--- src/rtl/decoder_defs.sv ---
// Shared state encodings and sizing helper for the one-hot hold decoder.
package decoder_defs;

  localparam logic [1:0] ST_IDLE = 2'd0;
  localparam logic [1:0] ST_HOLD = 2'd1;
  localparam logic [1:0] ST_SCAN = 2'd2;

  // Counter only needs to reach HOLD_CYCLES-1, but never narrower than one bit.
  function automatic int calc_cnt_w(input int hold_cycles);
    return (hold_cycles <= 2) ? 1 : $clog2(hold_cycles);
  endfunction

endpackage

--- src/rtl/hold_timer.sv ---
// Hold-length timer: load to HOLD_CYCLES-1, count down to zero and stick there.
// Latency: zero flag is registered; load wins over decrement.
module hold_timer
  import decoder_defs::*;
#(
  parameter int HOLD_CYCLES = 4
) (
  input  logic clk,
  input  logic rst,
  input  logic load,
  output logic zero
);

  localparam int CNT_W = calc_cnt_w(HOLD_CYCLES);
  localparam logic [CNT_W-1:0] RELOAD = CNT_W'(HOLD_CYCLES - 1);

  logic [CNT_W-1:0] cnt;

  always_ff @(posedge clk) begin
    if (rst) begin
      cnt <= '0;
    end else if (load) begin
      cnt <= RELOAD;
    end else if (cnt != '0) begin
      cnt <= cnt - CNT_W'(1);
    end
  end

  assign zero = (cnt == '0);

endmodule

--- src/rtl/onehot_decoder_hold.sv ---
// Binary-to-one-hot decoder holding each value HOLD_CYCLES cycles, with optional auto-scan.
// Latency: y one cycle after accept; in_ready low while busy or scanning, no input buffering.
module onehot_decoder_hold
  import decoder_defs::*;
#(
  parameter int CODE_W      = 2,
  parameter int HOLD_CYCLES = 4
) (
  input  logic                   clk,
  input  logic                   rst,
  input  logic                   in_valid,
  input  logic [CODE_W-1:0]      in_code,
  output logic                   in_ready,
  input  logic                   scan_en,
  output logic [2**CODE_W-1:0]   y,
  output logic                   y_valid,
  output logic [CODE_W-1:0]      cur_code,
  output logic                   done
);

  localparam int Y_W = 2**CODE_W;

  logic [1:0]        state;
  logic              timer_zero;
  logic              timer_load;
  logic              start_scan;
  logic              start_hold;
  logic              scan_step;
  logic [CODE_W-1:0] next_code;

  assign in_ready   = (state == ST_IDLE) && !scan_en;
  assign start_scan = (state == ST_IDLE) && scan_en;
  assign start_hold = in_valid && in_ready;
  // Scan only advances while still requested; otherwise the last code just expires.
  assign scan_step  = (state == ST_SCAN) && timer_zero && scan_en;
  assign timer_load = start_scan || start_hold || scan_step;
  assign next_code  = cur_code + CODE_W'(1);

  hold_timer #(
    .HOLD_CYCLES(HOLD_CYCLES)
  ) u_hold_timer (
    .clk  (clk),
    .rst  (rst),
    .load (timer_load),
    .zero (timer_zero)
  );

  always_ff @(posedge clk) begin
    if (rst) begin
      state    <= ST_IDLE;
      y        <= '0;
      y_valid  <= 1'b0;
      cur_code <= '0;
      done     <= 1'b0;
    end else begin
      done <= 1'b0;
      case (state)
        ST_IDLE: begin
          if (start_scan) begin
            y        <= Y_W'(1);
            cur_code <= '0;
            y_valid  <= 1'b1;
            state    <= ST_SCAN;
          end else if (start_hold) begin
            y        <= Y_W'(1) << in_code;
            cur_code <= in_code;
            y_valid  <= 1'b1;
            state    <= ST_HOLD;
          end
        end
        ST_HOLD: begin
          if (timer_zero) begin
            y       <= '0;
            y_valid <= 1'b0;
            done    <= 1'b1;
            state   <= ST_IDLE;
          end
        end
        ST_SCAN: begin
          if (timer_zero) begin
            if (scan_en) begin
              cur_code <= next_code;
              y        <= Y_W'(1) << next_code;
            end else begin
              y       <= '0;
              y_valid <= 1'b0;
              done    <= 1'b1;
              state   <= ST_IDLE;
            end
          end
        end
        default: begin
          y       <= '0;
          y_valid <= 1'b0;
          state   <= ST_IDLE;
        end
      endcase
    end
  end

endmodule
--- config.mk ---
export PLATFORM = sky130hd
export DESIGN_NAME = onehot_decoder_hold
export DESIGN_NICKNAME = d
export VERILOG_FILES = /design/src/rtl/decoder_defs.sv /design/src/rtl/hold_timer.sv /design/src/rtl/onehot_decoder_hold.sv
export SDC_FILE = /design/constraint.sdc
export NUM_CORES = 1
export LEC_CHECK = 0
export ABC_AREA = 1
export CORE_MARGIN = 2
export CORE_UTILIZATION = 30
export CTS_BUF_LIST = sky130_fd_sc_hd__clkbuf_8
export DETAILED_ROUTE_END_ITERATION = 10
export GPL_ROUTABILITY_DRIVEN = 0
export SYNTH_ARGS = -nofsm -noshare
export SYNTH_HDL_FRONTEND = slang
export SYNTH_SLANG_ARGS = --single-unit
--- constraint.sdc ---
create_clock -name clk -period 2.3 [get_ports clk]
set_input_delay 0.46 -clock clk [delete_from_list [all_inputs] [get_ports clk]]
set_output_delay 0.46 -clock clk [all_outputs]
set_load 0.01 [all_outputs]
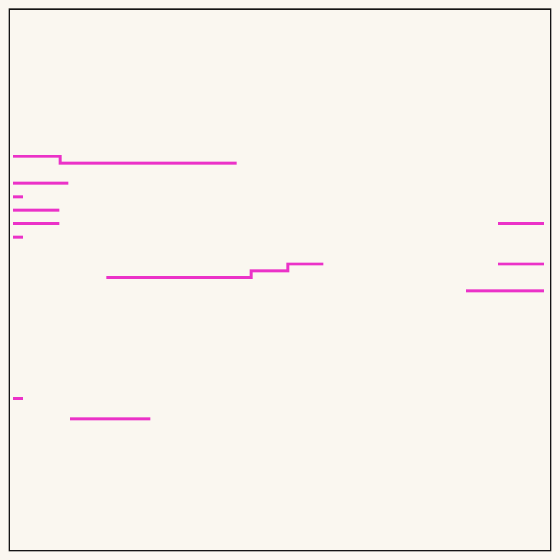
Figure 1: run 1, metal 3.
longest straight run: 17.7 um
nets with wire on the layer: 12
share of all routed wire: 5.7%
main direction: horizontal

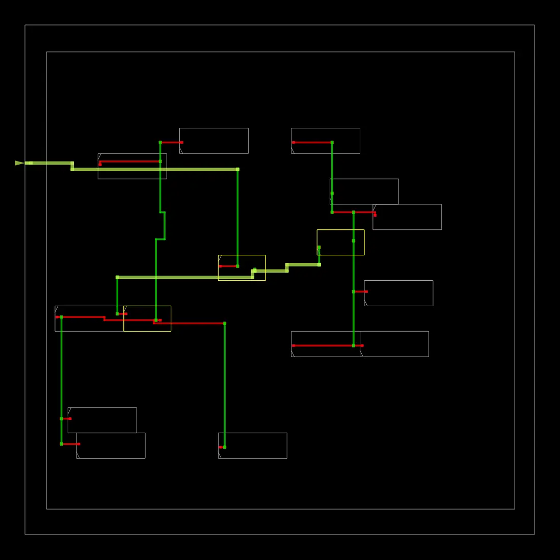
Figure 2: run 1, clock wiring as the flow saved it.
clkbuf count: 3
sequential cells: 12

==> job_summary.md, run 1 <==
### Flow metrics

| Metric | Value |
|---|---|
| Tot GR Track Use | `0.1246` |
| Slew @ Worst Pin | `0.3412 ns` |
| Reg2reg path depth | `6` |
| P_sw | `510.5 uW` |
| Tcrit/Tclk final | `0.9334` |
| Antenna Cells | `0` |
| Post-synth top area cell | `dfxtp_1` |
| Ys Warns | `0` |
| Top cells excl fill/tap | `nand2_1 (32), inv_1 (14), clkdlybuf4s50_1 (14)` |
| I/O pin count | `15` |
| Nets | `140` |
| Port Buffers | `14` |
| CTS tree | `built` |
| Final setup fails | `0` |
| WP depth | `5` |
| CP peak stage delay | `0.55 ns` |
| Clock power share | `0.158` |
| Tot Pwr | `1.182 mW` |
| FMAX | `0.4658 GHz` |
| Reg power frac | `0.274` |
| Sink Count | `12` |
| Clock Tree Buf Depth | `2` |
| Power Dens Cells | `1191 nW/um^2` |
| Top cell excl fill/tap | `nand2_1` |
| Final Critical Period | `~2.1 ns` |
| Init Core Util | `0.3124` |
| Starting DRT DRC Count | `5` |
| Cell count after synthesis | `107` |
| Combinational power share | `0.567` |
| Hold Path Class | `reg -> reg` |
| Status | `finished, final reports clean` |
| Sw Ratio | `0.4320` |
| HPWL after DPL | `1235 um` |
| Gr ovfl total | `0` |
| RSZ-0062 raised after global routing | `false` |
| Crit path kind | `reg -> out` |
| Crit path DRT | `1.84 ns` |
| CP arrival | `1.69 ns` |
| Layout Area Growth over Synthesis | `29.36%` |
| Tool Warnings | `31` |
| CTS clock-pin slew for the worst setup and hold paths | `0.05 ns` |
| Crit path buf inv count | `3` |
| CP endpoint kind | `primary output` |
| Final hold slack | `0.4598 ns` |
| Combinational gate area | `456.7 um^2` |
| Max-slew violations | `0` |
| Ranking of synthesized cells by area | `dfxtp_1 (31%), nand2_1 (16%), ha_1 (13%)` |
| Dominant combinational family | `simple AND/OR/NAND/NOR gates` |
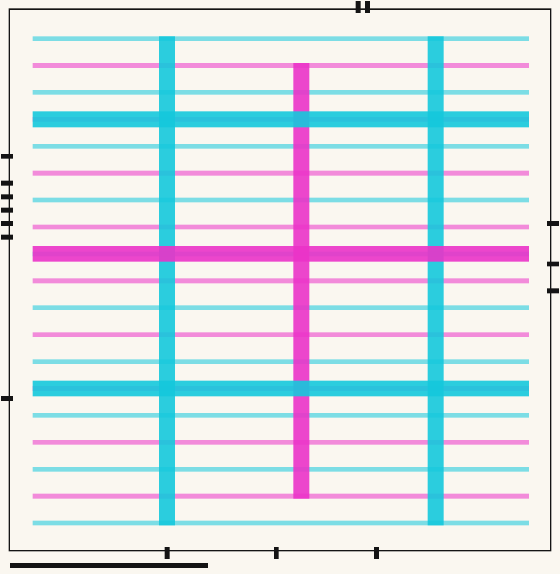
Figure 3: run 1, power grid.
Scale bar: 20 um. Pins as bars on the die edge.
| color | net |
|---|---|
| magenta | VDD |
| cyan | VSS |
rows: 18
met4 straps: 3
CORE AREA: 2455 um^2
die height: 54.57 um
chip width: 54.57 um
peak supply drop: 743.5 uV

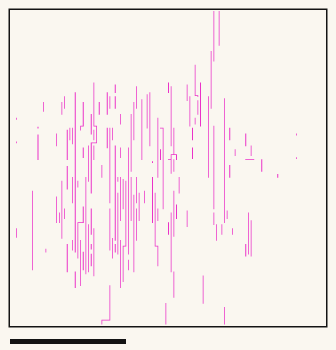
Figure 4: run 1, M2 wires.
Scale bar: 20 um.
wire length on this layer: 684 um
longest straight run: 27.5 um
main direction: vertical
DR vias: 674
drt total wl: 1522 um
grt met2 use: 0.1888

==> run 1: path summary, 6_finish.rpt <==
check                              start  slack [ns]        to
worst min register to register      y[0]        0.46      y[0]
worst max register to register  state[0]        0.89  state[1]
worst min-delay path                y[0]        0.46      y[0]
worst max-delay path            state[1]        0.15  in_ready
==> run 1: area by class of cell <==
cell class	count	area share
tap	30	0.03783
multi-input combinational	76	0.4603
inverter	18	0.06936
timing repair buffer	15	0.1488
sequential	12	0.2421
clock buffer	3	0.04161
==> run 1: flip-flops by register name, indices dropped and copies added (netlist names) <==
signal / count
y: 4
cur_code: 2
state: 2
u_hold_timer.cnt: 2
done: 1
y_valid: 1
==> run 1: cells in the mapped netlist (all sizes together) <==
| master | count |
|---|---|
| o21bai | 1 |
| clkinv | 1 |
| nand2 | 34 |
| a21oi | 10 |
| nor2 | 8 |
| xor2 | 1 |
| inv | 17 |
| ha | 8 |
| clkbuf | 1 |
| dfxtp | 12 |
| o21ai | 5 |
| nand3 | 8 |
| nand4 | 1 |
==> run 1: power groups by stage <==
stage | clock network, mW | logic (mW) | registers (mW)
after global placement | 0 | 0.663 | 0.326
final | 0.187 | 0.670 | 0.324
after global routing | 0.206 | 0.764 | 0.335
after CTS | 0.195 | 0.671 | 0.324
after floorplan | 0 | 0.457 | 0.340
after detailed placement | 0 | 0.665 | 0.328
==> run 1: per-stage QoR <==
step | setup slack, ns | cell area (um^2) | util
after CTS | 0.07540 | 989.7 | 0.4032
after detailed placement | 0.1806 | 948.4 | 0.3863
final | 0.1531 | 992.2 | 0.4042
after global placement | 0.1816 | 948.4 | 0.3863
after floorplan | 0.9558 | 767.0 | -
after global routing | 0.08593 | 992.2 | 0.4042
==> run 1: worst reg2reg max path, delay by kind of cell (launching register included) <==
kind                     cells  cell delay (ns)
adder cells (fa/ha/maj)      1             0.30
AND-OR/OR-AND                2             0.39
AND/OR/NAND/NOR              2             0.20
buffers and inverters        1             0.07
flip-flops                   1             0.35
==> run 1: per-layer routing <==
metal / routed length [um] / share of wire / up-vias / global-route usage
met4: 0 / 0 / 0 / 0.02917
met5: 0 / 0 / - / 0
met2: 683 / 0.45 / 15 / 0.1888
met1: 751 / 0.49 / 289 / 0.1617
met3: 86 / 0.057 / 0 / 0.05464
li1: - / - / 370 / -
==> run 1: what timing repair did <==
item,CTS,global route
hold endpoints to repair,0,0
resized,0,1
hold buffers,0,0
buffers inserted,0,0
setup endpoints to repair,0,1
==> run 1: cells by family (layout without fill, tap and decap cells) <==
| kind of cell | Yosys count | in the layout |
|---|---|---|
| XOR/XNOR | 1 | 1 |
| flip-flops | 12 | 12 |
| adder cells (fa/ha/maj) | 8 | 8 |
| AND-OR/OR-AND | 16 | 16 |
| AND/OR/NAND/NOR | 51 | 51 |
| buffers and inverters | 19 | 36 |
Figure 5. Metal layers overlaid (run 1).
Scale bar: 20 um. Only two layers are drawn.
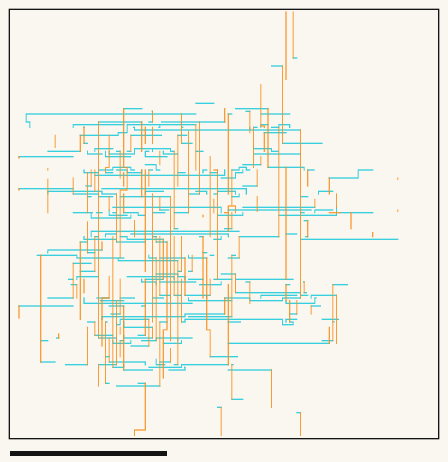

==> run 2, diff against run 1 <==
- CELL_PAD_IN_SITES_DETAIL_PLACEMENT: unset -> 0
- CELL_PAD_IN_SITES_GLOBAL_PLACEMENT: unset -> 1
- PLACE_DENSITY_LB_ADDON: unset -> 0.1
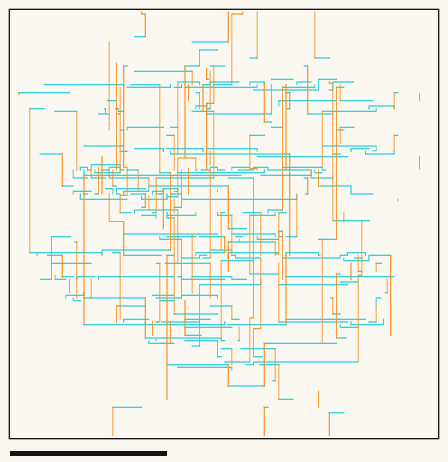
Figure 6: run 2, metal layers overlaid.
Scale bar: 20 um. Only two layers are drawn.
| color | layer | wire length |
|---|---|---|
| orange | M2 | 745 um |
| cyan | M1 | 846 um |

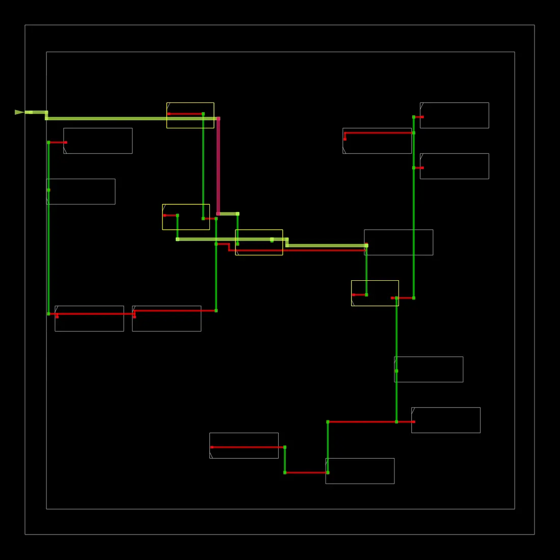
Figure 7: run 2, clock wiring as the flow saved it.
Sink Count: 12
clock-net power: 239 uW
Worst-Skew Late Latency: 0.24 ns
Max Clock Skew: 0.003110 ns

==> run 2 against run 1 <==
Against the previous run: flip-flop count stayed put; power increased by 4.6%; highest routed layer is now met4; non-clock buffer count unchanged; count of clock-buffer cells in the layout up 1; core utilization grew 0.56 points; routed wire length rose by 9.7%; via count decreased by 1.2%; largest power group unchanged.
==> job_summary.md, run 2 <==
### Flow metrics

| Metric | Value |
|---|---|
| Port Buffers | `14 (unchanged)` |
| Tcrit/Tclk final | `0.9325 (was 0.9334)` |
| Layout Area Growth over Synthesis | `31.16% (was 29.36%)` |
| Setup WS post-layout | `0.1551 ns (was 0.1531 ns)` |
| Top cell excl fill/tap | `nand2_1 (unchanged)` |
| Power Dens Cells | `1229 nW/um^2 (was 1191 nW/um^2)` |
| Chip width | `54.57 um (unchanged)` |
| Tot GR Track Use | `0.1364 (was 0.1246)` |
| Combinational power share | `0.547 (was 0.567)` |
| Status | `finished, final reports clean (unchanged)` |
| Post-synth top area cell | `dfxtp_1 (unchanged)` |
| Reg power frac | `0.260 (was 0.274)` |
| Hold Path Origin | `y[1] (was y[0])` |
| Cell count after synthesis | `107 (unchanged)` |
| Post-synth ARST share | `0 (unchanged)` |
| Peak supply drop | `632.5 uV (was 743.5 uV)` |
| Slew @ Worst Pin | `0.3406 ns (was 0.3412 ns)` |
| Reg2reg end | `state[0] (was state[1])` |
| Final hold slack | `0.4637 ns (was 0.4598 ns)` |
| Die height | `54.57 um (unchanged)` |
| Reg2Reg Launch Point | `state[0] (unchanged)` |
| Final Critical Period | `2.145 ns (was 2.147 ns)` |
| Final setup fails | `0 (unchanged)` |
| Crit path kind | `reg -> out (unchanged)` |
| Dominant combinational family | `simple AND/OR/NAND/NOR gates (unchanged)` |
| I/O pin count | `15 (unchanged)` |
| Starting DRT DRC Count | `8 (was 5)` |
| CP peak stage delay | `0.55 ns (about the same)` |
| Reg2Reg Setup Slack | `0.89 ns (about the same)` |
| Top_reg_cell synth | `dfxtp_1 (unchanged)` |
| Combinational gate area | `456.7 um^2 (unchanged)` |
| Gr ovfl total | `0 (unchanged)` |
| CORE AREA | `2455 um^2 (unchanged)` |
| CTS clock-pin slew for the worst setup and hold paths | `0.06 ns (was 0.05 ns)` |
| Max-slew violations | `0 (unchanged)` |
| HPWL after DPL | `1287 um (was 1235 um)` |
| Ys Warns | `0 (unchanged)` |
| Sw Ratio | `0.4270 (was 0.4320)` |
| Post-CTS Setup Inserts | `0 (unchanged)` |
| Ranking of synthesized cells by area | `dfxtp_1 (31%), nand2_1 (16%), ha_1 (13%) (unchanged)` |
| Nets | `140 (unchanged)` |
| P_sw | `527.7 uW (was 510.5 uW)` |
| Synth top cells by count | `nand2_1 (32), inv_1 (14), dfxtp_1 (12) (unchanged)` |
| Largest register FFs | `4 (unchanged)` |
| Drt total wl | `1670 um (was 1522 um)` |
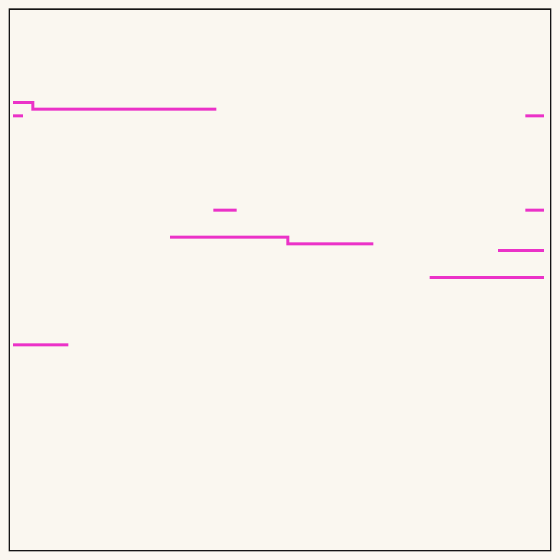
Figure 8: run 2, metal 3.
nets with wire on the layer: 8
wire length on this layer: 68.8 um
longest straight run: 18.4 um
main direction: horizontal
share of all routed wire: 4.1%

[run 2: worst min-delay path: cells and delay by family, from the launching register on]
family	cells	cell delay, ns
simple gates	1	0.06
compound gates	1	0.05
flops	1	0.31
[run 2: timing repair]
item | 4_1_cts | 5_1_grt
setup endpoints to repair | 0 | 1
hold buffers | 0 | 0
resized | 0 | 1
[run 2: worst max-delay path by stage]
stage / from / to / slack, ns / cells past startpoint
after global placement: scan_en / in_ready / 0.17 / 3
after floorplan: state[0] / in_ready / 0.96 / 4
after CTS: state[1] / in_ready / 0.05 / 5
after detailed placement: scan_en / in_ready / 0.17 / 3
after global routing: state[1] / in_ready / 0.05 / 5
final: state[1] / in_ready / 0.16 / 5
[run 2: power groups by stage]
| stage | Combinational [mW] | Sequential [mW] | Clock [mW] |
|---|---|---|---|
| final | 0.676 | 0.321 | 0.239 |
| after global routing | 0.774 | 0.332 | 0.261 |
| after CTS | 0.679 | 0.324 | 0.246 |
| after detailed placement | 0.674 | 0.328 | 0 |
| after global placement | 0.679 | 0.323 | 0 |
| after floorplan | 0.457 | 0.340 | 0 |
[run 2: final cells by class]
| class | count | share of cell area |
|---|---|---|
| multi-input combinational | 76 | 0.4540 |
| sequential | 12 | 0.2388 |
| tap | 30 | 0.03731 |
| clock buffer | 4 | 0.05473 |
| timing repair buffer | 15 | 0.1468 |
| inverter | 18 | 0.06841 |
[run 2: cells by family (layout without fill, tap and decap cells)]
group,Yosys count,count (layout)
compound gates,16,16
xor+xnor,1,1
fa+ha+maj,8,8
buf+inv,19,37
flops,12,12
simple gates,51,51
[run 2: per-layer routing]
metal / track usage / vias up / part of all wire
met5: 0 / - / 0
met2: 0.2008 / 10 / 0.45
li1: - / 368 / -
met4: 0.03750 / 0 / 0.0060
met1: 0.1862 / 286 / 0.51
met3: 0.04918 / 2 / 0.041
[run 2: stage by stage]
stage                 util  area (um^2)
global placement    0.3863        948.4
global route        0.4098         1006
finish              0.4098         1006
CTS                 0.4088         1003
detailed placement  0.3863        948.4
floorplan                -        767.0
No activity file was given, so power comes from the tool's default toggle rates.
